--- config.mk ---
export PLATFORM = sky130hd
export DESIGN_NAME = alu_result_pipe
export DESIGN_NICKNAME = d
export VERILOG_FILES = /design/src/rtl/alu_pkg.sv /design/src/rtl/alu_result_core.sv /design/src/rtl/alu_result_pipe.sv
export SDC_FILE = /design/constraint.sdc
export NUM_CORES = 1
export LEC_CHECK = 0
export CAP_MARGIN = 20
export CORE_MARGIN = 1.5
export CORE_UTILIZATION = 53
export CTS_CLUSTER_DIAMETER = 120
export DETAILED_ROUTE_END_ITERATION = 7
export PLACE_DENSITY = 0.78
export SETUP_SLACK_MARGIN = 0.1
export SYNTH_ARGS = -nofsm -noshare
export SYNTH_HDL_FRONTEND = slang
export SYNTH_SLANG_ARGS = --single-unit
--- constraint.sdc ---
create_clock -name clk -period 3.4 [get_ports clk]
set_input_delay 1.02 -clock clk [delete_from_list [all_inputs] [get_ports clk]]
set_output_delay 1.02 -clock clk [all_outputs]
set_load 0.02 [all_outputs]
--- src/rtl/alu_pkg.sv ---
// ALU result pipe: shared types.
//   alu_op_e    - 3-bit opcode encoding; 3'b110 is the single illegal code.
//   alu_flags_t - status flags travelling alongside each result.
package alu_pkg;

  localparam int unsigned OP_W = 3;

  typedef enum logic [OP_W-1:0] {
    OP_ADD = 3'b000,
    OP_SUB = 3'b001,
    OP_AND = 3'b010,
    OP_XOR = 3'b011,
    OP_OR  = 3'b100,
    OP_SLT = 3'b101,
    OP_ILL = 3'b110,
    OP_SLL = 3'b111
  } alu_op_e;

  typedef struct packed {
    logic zero;
    logic carry;
    logic ovf;
    logic err;
  } alu_flags_t;

  function automatic logic is_legal_op(alu_op_e op);
    return op != OP_ILL;
  endfunction

endpackage

--- src/rtl/alu_result_core.sv ---
// Combinational ALU core: computes all operations, selects the result by
// opcode and derives the status flags.
// Ports:
//   a, b    in  N      operands
//   op      in  3      opcode (alu_op_e)
//   result  out N      selected result (0 for the illegal opcode)
//   flags   out 4      {zero, carry, ovf, err}
module alu_result_core
  import alu_pkg::*;
#(
  parameter int unsigned N = 32
) (
  input  logic [N-1:0] a,
  input  logic [N-1:0] b,
  input  alu_op_e      op,
  output logic [N-1:0] result,
  output alu_flags_t   flags
);

  localparam int unsigned SH_W = $clog2(N);

  logic [N:0]      sum;
  logic [N:0]      diff;
  logic            slt;
  logic [SH_W-1:0] shamt;
  logic            carry;
  logic            ovf;

  // Extra MSB captures carry-out; SUB is a + ~b + 1 so bit N means "no borrow".
  assign sum   = {1'b0, a} + {1'b0, b};
  assign diff  = {1'b0, a} + {1'b0, ~b} + {{N{1'b0}}, 1'b1};
  // True signed compare, so the answer is right even when a - b overflows.
  assign slt   = $signed(a) < $signed(b);
  assign shamt = b[SH_W-1:0];

  always_comb begin
    result = '0;
    carry  = 1'b0;
    ovf    = 1'b0;
    unique case (op)
      OP_ADD: begin
        result = sum[N-1:0];
        carry  = sum[N];
        ovf    = (a[N-1] == b[N-1]) && (sum[N-1] != a[N-1]);
      end
      OP_SUB: begin
        result = diff[N-1:0];
        carry  = diff[N];
        ovf    = (a[N-1] != b[N-1]) && (diff[N-1] != a[N-1]);
      end
      OP_AND:  result = a & b;
      OP_XOR:  result = a ^ b;
      OP_OR:   result = a | b;
      OP_SLT:  result = {{(N-1){1'b0}}, slt};
      OP_SLL:  result = a << shamt;
      default: result = '0;
    endcase
  end

  always_comb begin
    flags       = '0;
    flags.zero  = (result == '0);
    flags.carry = carry;
    flags.ovf   = ovf;
    flags.err   = !is_legal_op(op);
  end

endmodule

--- src/rtl/alu_result_pipe.sv ---
// Two-stage valid/ready ALU pipeline: operand register -> ALU core -> result
// register, with full backpressure and a saturating completion counter.
// Ports:
//   clk, rst             clock; synchronous active-high reset
//   in_valid/in_ready    upstream handshake; in_a, in_b, in_op captured on transfer
//   out_valid/out_ready  downstream handshake
//   out_result           ALU result; out_zero/out_carry/out_ovf/out_err flags
//   op_count             completed output handshakes, saturates at all-ones
module alu_result_pipe
  import alu_pkg::*;
#(
  parameter int unsigned N     = 32,
  parameter int unsigned CNT_W = 16
) (
  input  logic             clk,
  input  logic             rst,
  input  logic             in_valid,
  output logic             in_ready,
  input  logic [N-1:0]     in_a,
  input  logic [N-1:0]     in_b,
  input  logic [2:0]       in_op,
  output logic             out_valid,
  input  logic             out_ready,
  output logic [N-1:0]     out_result,
  output logic             out_zero,
  output logic             out_carry,
  output logic             out_ovf,
  output logic             out_err,
  output logic [CNT_W-1:0] op_count
);

  // Stage 1: operand register
  logic       s1_valid_q;
  logic [N-1:0] s1_a_q;
  logic [N-1:0] s1_b_q;
  alu_op_e    s1_op_q;

  // Stage 2: result register
  logic       out_valid_q;
  logic [N-1:0] out_result_q;
  alu_flags_t out_flags_q;

  logic [CNT_W-1:0] op_count_q;

  logic [N-1:0] core_result;
  alu_flags_t   core_flags;

  logic in_fire;
  logic s2_load;
  logic out_fire;

  alu_result_core #(
    .N (N)
  ) u_core (
    .a      (s1_a_q),
    .b      (s1_b_q),
    .op     (s1_op_q),
    .result (core_result),
    .flags  (core_flags)
  );

  // Stage 2 takes a new result whenever it is empty or draining this cycle.
  assign s2_load  = s1_valid_q && (!out_valid_q || out_ready);
  // Stage 1 can accept if empty, or if its entry moves on this cycle.
  assign in_ready = !s1_valid_q || !out_valid_q || out_ready;
  assign in_fire  = in_valid && in_ready;
  assign out_fire = out_valid_q && out_ready;

  always_ff @(posedge clk) begin
    if (rst) begin
      s1_valid_q <= 1'b0;
      s1_a_q     <= '0;
      s1_b_q     <= '0;
      s1_op_q    <= OP_ADD;
    end else if (in_fire) begin
      s1_valid_q <= 1'b1;
      s1_a_q     <= in_a;
      s1_b_q     <= in_b;
      s1_op_q    <= alu_op_e'(in_op);
    end else if (s2_load) begin
      s1_valid_q <= 1'b0;
    end
  end

  always_ff @(posedge clk) begin
    if (rst) begin
      out_valid_q  <= 1'b0;
      out_result_q <= '0;
      out_flags_q  <= '0;
    end else if (s2_load) begin
      out_valid_q  <= 1'b1;
      out_result_q <= core_result;
      out_flags_q  <= core_flags;
    end else if (out_ready) begin
      out_valid_q  <= 1'b0;
    end
  end

  always_ff @(posedge clk) begin
    if (rst) begin
      op_count_q <= '0;
    end else if (out_fire && (op_count_q != {CNT_W{1'b1}})) begin
      op_count_q <= op_count_q + {{(CNT_W-1){1'b0}}, 1'b1};
    end
  end

  assign out_valid  = out_valid_q;
  assign out_result = out_result_q;
  assign out_zero   = out_flags_q.zero;
  assign out_carry  = out_flags_q.carry;
  assign out_ovf    = out_flags_q.ovf;
  assign out_err    = out_flags_q.err;
  assign op_count   = op_count_q;

endmodule
detail.png
Window x 105 to 125, y 28 to 48 um. Cells in grey, sequential cells in the stronger grey; small squares are vias.
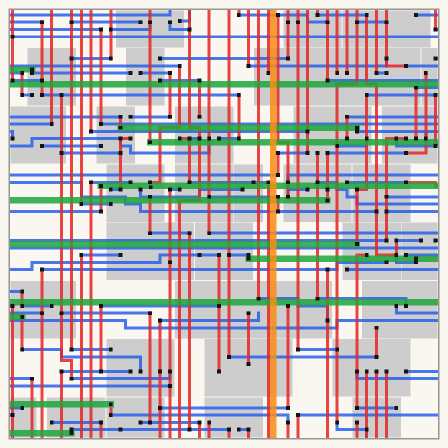
Key: metal 1 = blue; metal 3 = green; metal 2 = red; metal 4 = orange
Most frequent: buf_4 (6), buf_6 (4). Sequential cells in the window: 0. 30 logic cells have their middle in the window.

congestion.png
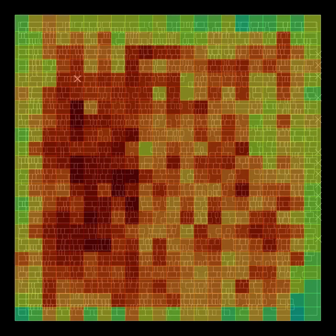
met2 Usage GRT: 0.6703
total track usage: 0.4372
busiest grt layer: met2

==> flow_summary.toml <==
# yosys + openroad results
[final_layout]
flops = 121
most-common-layout-cells = "buf_4 (318), nand2_1 (263), a21oi_1 (169)"
fin_area_mm2 = 0.01708
comb_area_frac = 0.5543
drive_gt1_frac = 0.2779

[outcome]
violations = "DRC, setup timing"
outcome = "finished with violations"

[min_path]
min_from = "out_err"
hold_class = "flip-flop to flip-flop"

[detailed_routing]
drt.antenna.violating_nets = 0
drc_errors = 21
routed_via_density = 6.604
drt_first_iter_violations = 2555
wl_um = 54180

[synthesis]
edf_count = 0
xor_share = 0.02345
synthCells = 1646

[power]
power_leader = "combinational cells"
p_leak_uw = 0.007022
p_seq_frac = 0.265
clkPwrFrac = 0.316

[floorplanning]
die_area_mm2 = 0.02346
die-width_um = 153.2
ios = 125

[global_routing]
grt_pass1_wl_um = 80020
grt_max_degree = 64
antenna_found_initial = 0

[final_timing]
setup_slack_ns = -0.1947
tns_ns = -0.3620
setup_viol = 3

[clock_tree]
clkTransAtPathRegs_ns = 0.06
clock_latency_ns = 0.44
hold_buffers = 0
cts-resized-gates = 65
clockRootBuffer = "clkbuf_16"

[setup_path]
r2r_start = "s1_b_q[1]"
r2r-end = "out_zero"
required_ns = 3.75
critPathBufInv = 3
crit_top_cell = "buf_4"
critPathCaptureType = "flip-flop"
critical_path_depth = 11
clk_routes.png
(2 px per um)
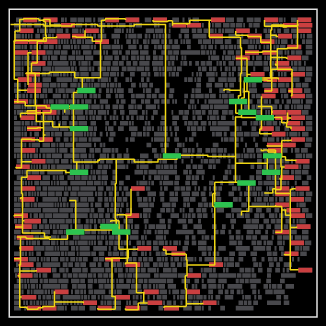
Key: clock wires = yellow [length 2120 um]; flip-flops = red [count 121]; clock drivers = green [count 17]
There are 18 routed clock nets.

==> through the flow <==
step / total power [uW] / cells
after floorplan: 2675 / 1646
after global placement: 3637 / 2238
after detailed placement: 3671 / 2238
after CTS: 5586 / 2281
after global routing: 6042 / 2299
final: 5866 / 2299
==> metal layers <==
metal / share of wire / vias up / GRT usage
met3: 0.13 / 287 / 0.1018
li1: - / 6610 / -
met1: 0.39 / 7019 / 0.5808
met4: 0.057 / 0 / 0.2049
met5: 0 / - / 0
met2: 0.43 / 1266 / 0.6703
==> Yosys cell counts, types with 13 or more instances <==
master / number / area share
nor4_1: 16 / 0.0084
mux4_2: 20 / 0.038
dfxtp_1: 121 / 0.20
ha_1: 112 / 0.12
nand3_1: 31 / 0.013
nand2b_1: 17 / 0.0089
buf_2: 18 / 0.0075
a211oi_1: 36 / 0.023
buf_1: 14 / 0.0044
nor2_1: 144 / 0.045
o211ai_1: 25 / 0.016
o21ai_0: 70 / 0.029
nor2b_1: 14 / 0.0073
mux2i_1: 46 / 0.039
nand4_1: 16 / 0.0084
nor3_1: 28 / 0.012
clkbuf_1: 84 / 0.026
a21oi_1: 177 / 0.074
xor2_1: 13 / 0.0095
inv_1: 97 / 0.030
o31ai_1: 16 / 0.010
xnor2_1: 19 / 0.014
nand2_1: 265 / 0.083
mux2_2: 13 / 0.012
a21o_1: 13 / 0.0082
==> worst register-to-register path: stages (launching register included) <==
cell       delay, ns
dfxtp_4         0.39
buf_6           0.23
mux4_2          0.56
mux2i_1         0.31
buf_4           0.18
nor2_1          0.03
a2111oi_0       0.86
buf_4           0.23
o31a_1          0.20
and4_1          0.19
nand4_1         0.11
o31ai_2         0.22
==> state kept, by name (all words and copies together) (netlist names), 3 cells and up <==
register,flops
s1_b_q,32
out_result,32
op_count,16
s1_a_q,32
s1_op_q,3
Power figures rest on the tool's default switching activity, not on a simulated workload.
